m2.png
Scale: 3 px per micron.
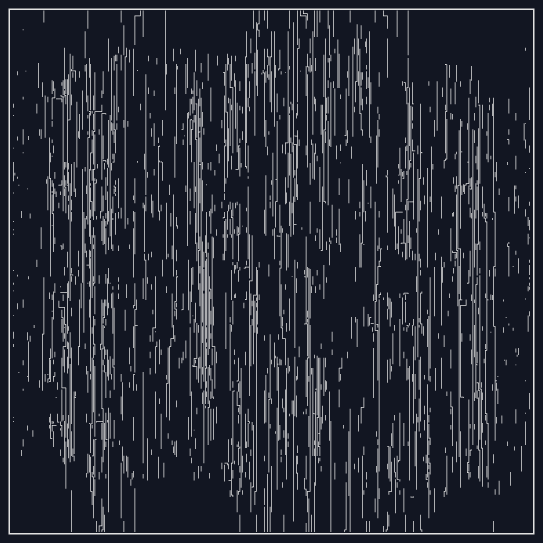
placed.png
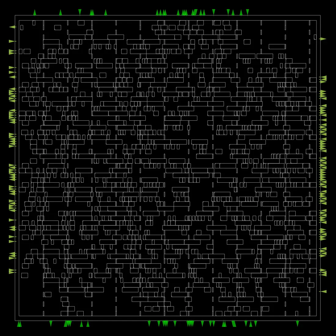
layers.png
Scale: 1.5 px per micron. Only two layers are drawn.
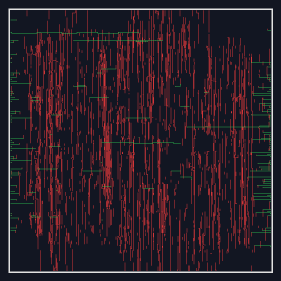
port_trees.png
Scale: 1.5 px per micron.
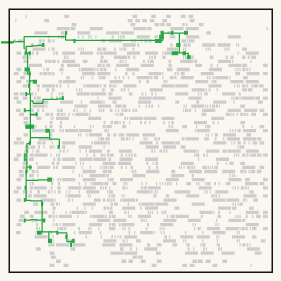
pinout.png
Scale: 3 px per micron. Pins as bars across the die edge, other pins in grey.
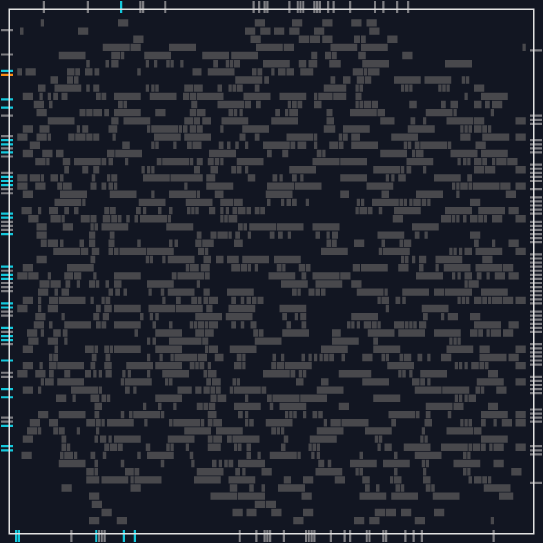
--- config.mk ---
export PLATFORM = sky130hd
export DESIGN_NAME = pipelined_mips_fetch_flat
export DESIGN_NICKNAME = d
export VERILOG_FILES = /design/src/rtl/pipelined_mips_fetch_pkg.sv /design/src/rtl/pipelined_mips_fetch_if.sv /design/src/rtl/pipelined_mips_fetch_hold.sv /design/src/rtl/pipelined_mips_fetch.sv /design/src/flat_wrapper.sv
export SDC_FILE = /design/constraint.sdc
export NUM_CORES = 1
export LEC_CHECK = 0
export CAP_MARGIN = 5
export CORE_MARGIN = 2
export CORE_UTILIZATION = 30
export DETAILED_ROUTE_END_ITERATION = 16
export GPL_ROUTABILITY_DRIVEN = 0
export PLACE_DENSITY_LB_ADDON = 0.08
export REMOVE_ABC_BUFFERS = 1
export SLEW_MARGIN = 20
export SYNTH_ARGS = -nofsm -noshare
export SYNTH_HDL_FRONTEND = slang
export SYNTH_SLANG_ARGS = --single-unit
--- constraint.sdc ---
create_clock -name i_clk -period 6 [get_ports i_clk]
set_clock_uncertainty 0.05 [all_clocks]
set_input_delay 0.6 -clock i_clk [delete_from_list [all_inputs] [get_ports i_clk]]
set_output_delay 0.6 -clock i_clk [all_outputs]
set_load 0.01 [all_outputs]
--- src/rtl/pipelined_mips_fetch_pkg.sv ---
// Shared types and constants for the MIPS instruction-fetch stage.
package pipelined_mips_fetch_pkg;

   localparam logic [31:0] MIPS_NOP               = 32'h0000_0000;
   localparam int          MIPS_FETCH_STATE_WIDTH = 2;

   typedef enum logic [MIPS_FETCH_STATE_WIDTH-1:0] {
      MIPS_FETCH_STATE_IDLE    = 2'd0,
      MIPS_FETCH_STATE_WAIT    = 2'd1,
      MIPS_FETCH_STATE_DISCARD = 2'd2
   } fetch_state_e;

   typedef struct packed {
      logic [31:0] instruction;
      logic [31:0] pc_plus4;
   } ifid_t;

   function automatic logic [31:0] align_pc(input logic [31:0] pc);
      return pc & 32'hFFFF_FFFC;
   endfunction

endpackage

--- src/rtl/pipelined_mips_fetch_if.sv ---
// Instruction-memory handshake plus the decode/EX control and IF/ID outputs of the fetch stage.
interface pipelined_mips_fetch_if;

   logic [31:0] o_imem_addr;
   logic        o_imem_req;
   logic        i_imem_gnt;
   logic        i_imem_rvalid;
   logic [31:0] i_imem_rdata;
   logic        i_stall;
   logic        i_redirect;
   logic [31:0] i_redirect_pc;
   logic [31:0] o_instruction;
   logic [31:0] o_pc_plus4;
   logic        o_valid;

   modport master (
      output o_imem_addr, o_imem_req, o_instruction, o_pc_plus4, o_valid,
      input  i_imem_gnt, i_imem_rvalid, i_imem_rdata, i_stall, i_redirect, i_redirect_pc
   );

   modport slave (
      input  o_imem_addr, o_imem_req, o_instruction, o_pc_plus4, o_valid,
      output i_imem_gnt, i_imem_rvalid, i_imem_rdata, i_stall, i_redirect, i_redirect_pc
   );

endinterface

--- src/rtl/pipelined_mips_fetch_hold.sv ---
// One-entry skid buffer catching a response that arrives while decode is stalled.
// Registered; clear beats load, load beats drain.
module pipelined_mips_fetch_hold
   import pipelined_mips_fetch_pkg::*;
(
   input  logic  i_clk,
   input  logic  i_reset_n,
   input  logic  i_load,
   input  ifid_t i_data,
   input  logic  i_drain,
   input  logic  i_clear,
   output logic  o_valid,
   output ifid_t o_data
);

   always_ff @(posedge i_clk or negedge i_reset_n) begin
      if (!i_reset_n) begin
         o_valid <= 1'b0;
         o_data  <= '0;
      end else if (i_clear) begin
         o_valid <= 1'b0;
      end else if (i_load) begin
         o_valid <= 1'b1;
         o_data  <= i_data;
      end else if (i_drain) begin
         o_valid <= 1'b0;
      end
   end

endmodule

--- src/rtl/pipelined_mips_fetch.sv ---
// Fetch stage: owns the PC, issues one imem read at a time, drives IF/ID (gnt->rvalid->IF/ID, 2 cycles).
// Decode stall holds IF/ID and parks one response in the hold buffer; redirect flushes everything.
module pipelined_mips_fetch
   import pipelined_mips_fetch_pkg::*;
#(
   parameter logic [31:0] RESET_PC = 32'h0000_0000
) (
   input logic                    i_clk,
   input logic                    i_reset_n,
   pipelined_mips_fetch_if.master bus
);

   fetch_state_e state_q, state_d;
   logic [31:0]  fetch_pc;
   logic [31:0]  req_pc;
   ifid_t        ifid_q;
   logic         valid_q;
   logic         imem_req;
   logic         fire;
   logic         rsp;
   logic         accept;
   logic         hold_valid;
   logic         hold_load;
   logic         hold_drain;
   ifid_t        hold_data;
   ifid_t        rsp_data;

   always_ff @(posedge i_clk or negedge i_reset_n) begin
      if (!i_reset_n) state_q <= MIPS_FETCH_STATE_IDLE;
      else            state_q <= state_d;
   end

   always_comb begin
      state_d  = state_q;
      imem_req = 1'b0;
      case (state_q)
         MIPS_FETCH_STATE_IDLE: begin
            imem_req = !hold_valid && !bus.i_redirect;
            if (imem_req && bus.i_imem_gnt) state_d = MIPS_FETCH_STATE_WAIT;
         end
         MIPS_FETCH_STATE_WAIT: begin
            // A redirect with no response yet must still swallow the one in flight.
            if (bus.i_imem_rvalid)   state_d = MIPS_FETCH_STATE_IDLE;
            else if (bus.i_redirect) state_d = MIPS_FETCH_STATE_DISCARD;
         end
         MIPS_FETCH_STATE_DISCARD: begin
            if (bus.i_imem_rvalid) state_d = MIPS_FETCH_STATE_IDLE;
         end
         default: state_d = MIPS_FETCH_STATE_IDLE;
      endcase
   end

   assign fire       = imem_req && bus.i_imem_gnt;
   assign rsp        = (state_q == MIPS_FETCH_STATE_WAIT) && bus.i_imem_rvalid && !bus.i_redirect;
   assign accept     = !bus.i_stall || !valid_q;
   assign hold_load  = rsp && !accept;
   assign hold_drain = hold_valid && !bus.i_stall;
   assign rsp_data   = '{instruction: bus.i_imem_rdata, pc_plus4: req_pc + 32'd4};

   always_ff @(posedge i_clk or negedge i_reset_n) begin
      if (!i_reset_n) begin
         fetch_pc <= align_pc(RESET_PC);
         req_pc   <= '0;
      end else if (bus.i_redirect) begin
         fetch_pc <= align_pc(bus.i_redirect_pc);
      end else if (fire) begin
         req_pc   <= fetch_pc;
         fetch_pc <= fetch_pc + 32'd4;
      end
   end

   always_ff @(posedge i_clk or negedge i_reset_n) begin
      if (!i_reset_n) begin
         valid_q <= 1'b0;
         ifid_q  <= '0;
      end else if (bus.i_redirect) begin
         valid_q            <= 1'b0;
         ifid_q.instruction <= MIPS_NOP;
      end else if (hold_drain) begin
         valid_q <= 1'b1;
         ifid_q  <= hold_data;
      end else if (rsp && accept) begin
         valid_q <= 1'b1;
         ifid_q  <= rsp_data;
      end else if (!bus.i_stall) begin
         valid_q            <= 1'b0;
         ifid_q.instruction <= MIPS_NOP;
      end
   end

   pipelined_mips_fetch_hold u_hold (
      .i_clk     (i_clk),
      .i_reset_n (i_reset_n),
      .i_load    (hold_load),
      .i_data    (rsp_data),
      .i_drain   (hold_drain),
      .i_clear   (bus.i_redirect),
      .o_valid   (hold_valid),
      .o_data    (hold_data)
   );

   assign bus.o_imem_req    = imem_req;
   assign bus.o_imem_addr   = fetch_pc;
   assign bus.o_instruction = ifid_q.instruction;
   assign bus.o_pc_plus4    = ifid_q.pc_plus4;
   assign bus.o_valid       = valid_q;

endmodule

--- src/flat_wrapper.sv ---
// flat-port wrapper written by rule: the top's interface ports become plain ports
module pipelined_mips_fetch_flat import pipelined_mips_fetch_pkg::*;
#(
   parameter logic [31:0] RESET_PC = 32'h0000_0000
)
  (i_clk, i_reset_n, bus_o_imem_addr, bus_o_imem_req, bus_o_instruction, bus_o_pc_plus4, bus_o_valid, bus_i_imem_gnt, bus_i_imem_rvalid, bus_i_imem_rdata, bus_i_stall, bus_i_redirect, bus_i_redirect_pc);
  pipelined_mips_fetch_if bus_i ();
  input logic i_clk;
  input logic i_reset_n;
  output wire logic [$bits(bus_i.o_imem_addr)-1:0] bus_o_imem_addr;
  output wire logic [$bits(bus_i.o_imem_req)-1:0] bus_o_imem_req;
  output wire logic [$bits(bus_i.o_instruction)-1:0] bus_o_instruction;
  output wire logic [$bits(bus_i.o_pc_plus4)-1:0] bus_o_pc_plus4;
  output wire logic [$bits(bus_i.o_valid)-1:0] bus_o_valid;
  input wire logic [$bits(bus_i.i_imem_gnt)-1:0] bus_i_imem_gnt;
  input wire logic [$bits(bus_i.i_imem_rvalid)-1:0] bus_i_imem_rvalid;
  input wire logic [$bits(bus_i.i_imem_rdata)-1:0] bus_i_imem_rdata;
  input wire logic [$bits(bus_i.i_stall)-1:0] bus_i_stall;
  input wire logic [$bits(bus_i.i_redirect)-1:0] bus_i_redirect;
  input wire logic [$bits(bus_i.i_redirect_pc)-1:0] bus_i_redirect_pc;
  assign bus_o_imem_addr = bus_i.o_imem_addr;
  assign bus_o_imem_req = bus_i.o_imem_req;
  assign bus_o_instruction = bus_i.o_instruction;
  assign bus_o_pc_plus4 = bus_i.o_pc_plus4;
  assign bus_o_valid = bus_i.o_valid;
  assign bus_i.i_imem_gnt = bus_i_imem_gnt;
  assign bus_i.i_imem_rvalid = bus_i_imem_rvalid;
  assign bus_i.i_imem_rdata = bus_i_imem_rdata;
  assign bus_i.i_stall = bus_i_stall;
  assign bus_i.i_redirect = bus_i_redirect;
  assign bus_i.i_redirect_pc = bus_i_redirect_pc;
  pipelined_mips_fetch #(.RESET_PC(RESET_PC)) u_core (.i_clk(i_clk), .i_reset_n(i_reset_n), .bus(bus_i));
endmodule
==> results.json <==
{
  "status": "finished, final reports clean",
  "utilization": 0.3944,
  "grt_overflow": 0,
  "cts_hold_buf": 0,
  "p_per_area_nw_per_um2": 300.4,
  "startpoint_type": "primary input",
  "clkTransAtPathRegs_ns": 0.08,
  "peakVddDrop_uv": 184.9,
  "grt_pass1_vias": 7240,
  "setup_viol": 0,
  "nets": 1189,
  "cts_sinks": 188,
  "hold_class": "in2async",
  "fp_util": 0.3040,
  "synth_flops": 188,
  "max_stage_delay_ns": 0.95,
  "cts_tree": "built",
  "worst_pin_slew_ns": 1.088,
  "cp.buffers_inverters": 1,
  "grt_antenna_before_repair": 0,
  "synthToLayoutAreaGrowth_pct": 29.74,
  "ys.flop_type": "dfrtp_1",
  "ant_nets": 0,
  "mux_share": 0.002445,
  "edf_count": 0,
  "path_cells": "clkdlybuf4s50_1 > a211oi_1 > nand3_1 > nor2_4 > a22oi_1 > o21ai_0",
  "syn-cell-area_sq_um": 8701,
  "top_area_frac": 0.5407,
  "grt_pass1_wl_microns": 40410,
  "fin_tns_setup_ns": 0,
  "syn_area_per_cell_sq_um": 8.815,
  "cp_max_fo": 40,
  "fin_crit_sh": 0.5153,
  "numCtsBuffers": 17,
  "drt_iter0_drc": 425,
  "r2r_slack_ns": 3.14,
  "endpoint_kind": "flop",
  "worst_ep_required_time_ns": 6.29,
  "cts_resized": 0,
  "die_w_microns": 174.3,
  "warnings": 27,
  "critPathTopFamily": "simple AND/OR/NAND/NOR gates",
  "finalHoldViolations": 0,
  "max_freq_mhz": 323.5,
  "slew_viol_final": 0,
  "yosysSeqAreaShare": 0.5407,
  "die_h_microns": 174.3,
  "hold_ws_ns": 0.1560,
  "leakagePower_nw": 4.859,
  "rsz0062_at_grt": "false",
  "drive_above_1_share": 0.05221,
  "cap_violations": 0,
  "worstSetupPathType": "in2reg",
  "drc": 0,
  "synthesis.instances": 987,
  "ys_sh_aoi": 0.1552,
  "yosysMostFrequentCell": "nand2_1",
  "drt_first_pass_iters": 4,
  "dp.final_hpwl_microns": 16110,
  "xor_share": 0.02517,
  "synth.area.top_cells": "dfrtp_1 54%, nand2_1 13%, o21ai_0 5.5%, a22oi_1 3.1%, clkbuf_1 2.4%",
  "ctsLongestPathBuffers": 2,
  "max_slew_margin": 0.2729,
  "die_area_sq_um": 30380,
  "worstPathArrival_ns": 3.38,
  "antenna_cells": 0,
  "slowest_stage": "nor2_4",
  "common_cells": "309 x nand2_1, 188 x dfrtp_1, 96 x o21ai_0, 56 x clkbuf_1, 44 x nor2_1",
  "grt_max_degree": 81,
  "fin_crit_ns": 3.092,
  "htree_num_levels": 4,
  "post_cts_buffers": 0,
  "ys.warnings.count": 0,
  "adder_share": 0.002876,
  "async_flop_share": 1.000,
  "yosysTopAreaCell": "dfrtp_1",
  "topCombFamilyByArea": "simple AND/OR/NAND/NOR gates",
  "cts_root_buf": "clkbuf_16",
  "yosys-stat-cells": 987,
  "clkLatencyLatePin_ns": 0.43,
  "ys_types": 51,
  "ys_chip_area_sq_um": 8701,
  "simple_gate_share": 0.2384,
  "vias_per_cell": 4.817
}
## Picture notes: m2.png
- wire length on this layer: 11200 microns
- share of all routed wire: 45%
- longest straight run: 105 microns
via count: 7293
met2 usage: 0.2644
final WL: 24870 microns

## Picture notes: placed.png
row cnt: 62
core box area: 28630 sq um

## Picture notes: layers.png
- M3: green (wire length 986 microns)
- M2: red (wire length 11200 microns)
Wirelength per Cell: 16.42 microns
Total GRT Usage: 0.1673

## Picture notes: port_trees.png
- bus_i_redirect: green (bits 1; direction input; end cells 43; wire 472 microns)
quantity of I/O buffers inserted on ports: 161
IO Count: 168

## Picture notes: pinout.png
- bus_i_redirect: orange (pins 1; direction input; edge left)
- bus_i_redirect_pc: cyan (pins 32; direction input; edge 26 left, 5 bottom, 1 top)
- all pins by edge: 63 right, 51 left, 30 bottom, 24 top

## power breakdown
part,internal [W],switching (W),total (W)
sequential,0.00142,0.000159,0.00158
clock,0.000683,0.000514,0.00120
combinational,0.000312,0.000300,0.000611
## registers in the layout (all words and copies together) (netlist names)
register and cells:
u_core.req_pc 30, u_core.bus.o_valid 1, u_core.bus.o_imem_addr 30, u_core.u_hold.o_valid 1
u_core.bus.o_pc_plus4 30, u_core.u_hold.o_data 62, u_core.bus.o_instruction 32, u_core.state_q 2
## kinds of logic after synthesis
family,after synthesis
other cells,1
flops,188
buf+inv,75
mux,2
compound gates,220
simple gates,474
fa+ha+maj,2
xor+xnor,25
## layout by cell type (no fill, tap or decap), types with 12 or more instances in the layout
cell / n
clkbuf_16: 17
dfrtp_1: 188
clkdlybuf4s50_1: 159
buf_4: 12
xnor2_1: 14
nand2_1: 309
nor2_1: 43
nor3_1: 13
nand4_1: 21
a22oi_1: 36
nand3_1: 31
a21oi_1: 30
o21ai_0: 96
## final cells by class
class	count	area (sq um)
multi-input cells	727	3752
fillers	2905	17340
repair buffers	173	1700
clock inverters	12	156.4
flip-flops and latches	188	4705
inverters	10	37.54
well taps	384	480.5
clock buffers	20	456.7
## metal layers
metal	up-vias	GRT usage	wire length [microns]
met5	-	0	0
met4	0	0.04867	347
met3	20	0.02778	986
met2	171	0.2644	11150
met1	3425	0.2361	12380
li1	3677	-	-
## worst paths after layout
check                                               end  cells after the start                startpoint
setup / recovery            u_core.bus.o_instruction[3]                      6               bus_i_stall
hold / removal             u_core.bus.o_instruction[31]                      1                 i_reset_n
max in group asynchronous      u_core.u_hold.o_data[12]                      2                 i_reset_n
min in group i_clk             u_core.u_hold.o_data[17]                      2  u_core.u_hold.o_data[17]
hold reg to reg                u_core.u_hold.o_data[17]                      2  u_core.u_hold.o_data[17]
setup reg to reg            u_core.bus.o_instruction[3]                      5         u_core.state_q[1]
## per-stage QoR
stage	cells	cell area, sq um	setup slack, ns	power, W
after global routing	1514	11290	2.621	0.003573
final	1514	11290	2.908	0.003391
after detailed placement	1482	10680	2.415	0.002233
after CTS	1514	11290	2.858	0.003450
after global placement	1482	10680	2.453	0.002227
after floorplan	925	8447	0.3014	0.001843
## worst register-to-register path, stage by stage (launching register included)
cell	delay (ns)
dfrtp_1	0.50
a211oi_1	0.48
nand3_1	0.42
nor2_4	0.95
a22oi_1	0.16
o21ai_0	0.22
Power is estimated from default activity; no workload was simulated.
